Fig. 1: met3 routing
Drawn at 6 px/micron.
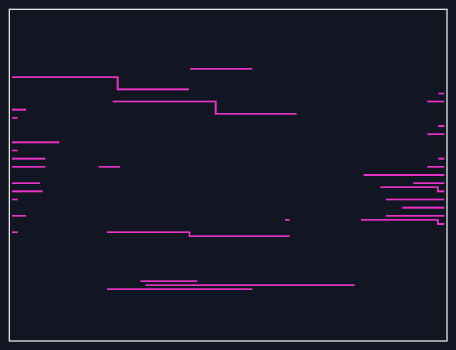
Fig. 2: register map, names as in the netlist
Drawn at 4 px/micron. Other sequential cells in the stronger gray, the rest of the logic in the fainter gray.
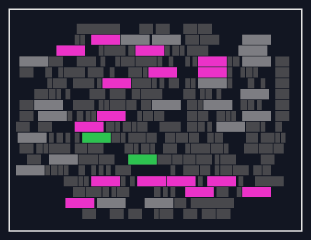
Fig. 3: clock routing
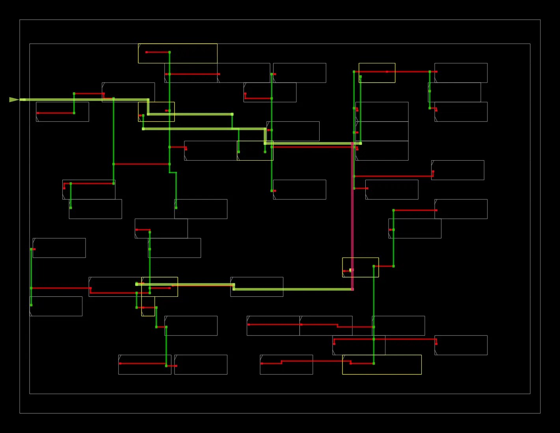
Fig. 4: sizing map
Drawn at 6 px/micron.
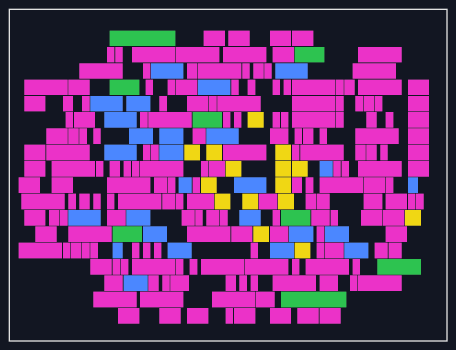
Fig. 5: signal metal coverage by tile
Drawn at 4 px/micron. The die is cut into 15 by 11 equal tiles; black is low, pale yellow is high, scaled to the fullest tile. Values are wire area over tile area, all layers added.
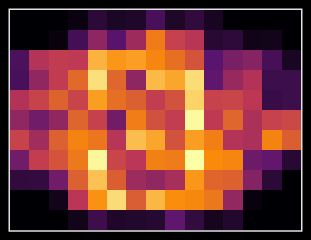
Design inv_shift_rows_seq, sky130hd; sources not shown.
==> results_dict.tcl <==
# metrics dict for downstream scripts
set metrics [dict create \
    run_status "complete, no violations" \
    wp_data_required_ns 1.27 \
    start_kind "register" \
    ys_dominant_reg_cell "dfxtp_1" \
    worst-path-max-fanout 2 \
    io_buffer_count 39 \
    clock_sink_count 37 \
    timing_max_transition_violations_final 0 \
    critPathTopFamily "flip-flops" \
    p_comb_share_pct 10.0 \
    worst-setup-path-type "reg -> out" \
    cts_root_buffer "clkbuf_8" \
    fmax_ghz 0.546 \
    dp_hpwl_microns 2580 \
    antenna_cells 0 \
    setup_viol 0 \
    power_mw 1.80 \
    post_synth_instance_area_sq_mm 0.00169 \
    final_nets 258 \
    cts_tree "built" \
    layout.filler_cells 296 \
    slowest_stage "dfxtp_1" \
    intPower_mw 1.41 \
    cp.arrival_ns 1.20 \
    yosys-stat-cells 192 \
    post_synth_main_area_contributors "dfxtp_1, nor2_1, o221ai_2" \
    reg2reg_setup_slack_ns 0.22 \
    dieWidth_microns 72.7 \
    post-route-min-period_ns 1.83 \
    post_synth_num_cell_types 26 \
    ys_seq_share_pct 43.9 \
    cpPeakStageDelay_ns 0.32 \
    share_seq_of_total_power_pct 44.9 \
    fp_util_pct 49.3 \
    cts.clk_slew.worst_paths_ns 0.07 \
    first_global_vias 1292 \
    post_route_cells_drive_above_1_share_pct 20.7 \
    swShare_pct 21.6 \
    clockBufferDepth 2 \
    fp.dieArea_sq_mm 0.00400 \
    antenna_found_initial 0 \
    irDropWorstVdd_uv 547 \
    synth_chip_area_sq_mm 0.00169 \
    avgSynthCellArea_sq_um 8.79 \
    antenna_left 0 \
    count_of_warning_messages_emitted_by_the_tools 26 \
    top_cell_area_share_pct 43.9 \
    p_switching_mw 0.388 \
    endpoint_kind "output port" \
    dieHeight_microns 55.0 \
]
About Fig. 1:
longest straight run: 34.5 microns
wire length on this layer: 288 microns
share of all routed wire: 7.8%
nets with wire on the layer: 30
Global Route met3 Usage: 5.07%
routed wire length: 3680 microns
via count: 1445

About Fig. 2:
[work_q] magenta | placed flops: 16
[step_q] green | placed flops: 2
not colored: 19
final cell utilization of the core: 66.5%
sequential portion of the cell area: 32.5%
total area of sequential cells: 741 sq um
power attributed to sequential cells: 0.808 mW

About Fig. 3:
sequential cell count: 37
number of buffers inserted during clock tree synthesis: 5
number of clock-tree buffers in the layout: 5

About Fig. 4:
[_6 and larger] green | cells: 8 | most used: clkbuf_8
[_0 and _1 cells] magenta | cells: 188
[_3 and _4 cells] yellow | cells: 15 | most used: buf_4
[_2 cells] blue | cells: 26 | most used: mux2_2
signed area change from the synthesized netlist to the final layout: 34.8%
final worst setup slack: 0.0701 ns
total non-filler cell area in the finished layout: 0.00228 sq mm
number of ordinary and repair buffers in the finished layout: 55

About Fig. 5:
tiles over half the peak: 44%
mean over tiles: 0.15
fullest tile: 0.36
GRT Total Usage: 20.7%
average detailed-routed wire length per instance: 12.8 microns

==> power groups by stage <==
stage	Combinational, mW	Clock [mW]	Sequential (mW)
6_report	0.180	0.811	0.808
5_1_grt	0.195	0.848	0.811
4_1_cts	0.180	0.816	0.808
3_5_place_dp	0.180	0	0.826
3_3_place_gp	0.178	0	0.825
2_1_floorplan	0.113	0	0.821
==> final cells by class <==
| class | count | area, sq um | area share (%) |
|---|---|---|---|
| multi-input cells | 134 | 811 | 35.6 |
| flip-flops and latches | 37 | 741 | 32.5 |
| well taps | 50 | 62.6 | 2.75 |
| clock buffers | 5 | 68.8 | 3.02 |
| inverters | 3 | 11.3 | 0.495 |
| clock inverters | 3 | 65.1 | 2.86 |
| repair buffers | 55 | 517 | 22.7 |
==> worst reg2reg max path: stages (launching register included) <==
cell and delay, ns:
dfxtp_1 0.40, nor2_1 0.33, mux2_2 0.40, o221ai_1 0.22
nor2_1 0.07
==> routing by layer <==
layer / vias up / wire, microns / track usage, %
li1: 742 / - / -
met1: 658 / 1770 / 26.6
met2: 42 / 1600 / 31.6
met3: 3 / 288 / 5.07
met4: 0 / 20 / 8.82
met5: - / 0 / -
==> kinds of logic after synthesis <==
family	after synthesis	synth area share [%]
simple gates	84	20.8
compound gates	37	18.5
flops	37	43.9
buf+inv	21	8.08
mux	12	8.01
fa+ha+maj	1	0.741
==> stage by stage <==
| step | setup WS, ns | instances | hold WS (ns) | util [%] |
|---|---|---|---|---|
| floorplan | 0.361 | 192 | 0.306 | - |
| global placement | -0.330 | 279 | 0.295 | 62.8 |
| detailed placement | -0.336 | 279 | 0.297 | 62.8 |
| CTS | 0.0656 | 287 | 0.307 | 66.5 |
| global route | 0.0185 | 287 | 0.327 | 66.5 |
| finish | 0.0701 | 287 | 0.306 | 66.5 |
==> cell usage in the layout, fill, tap and decap left out, types with 2 or more instances in the layout <==
cell	netlist	layout
a21oi_1	18	18
and3_1	2	2
buf_4	4	15
bufinv_16	0	2
clkbuf_8	0	5
clkdlybuf4s50_1	0	37
dfxtp_1	37	37
inv_1	3	3
mux2_2	12	12
nand2_1	35	35
nand2b_1	3	3
nor2_1	37	37
o221ai_1	7	7
o221ai_2	9	9
==> timing repair <==
item / CTS / global route
setup endpoints to repair: 2 / 0
hold buffers: 0 / 0
gates resized: 5 / 0
Power figures rest on the tool's default switching activity, not on a simulated workload.
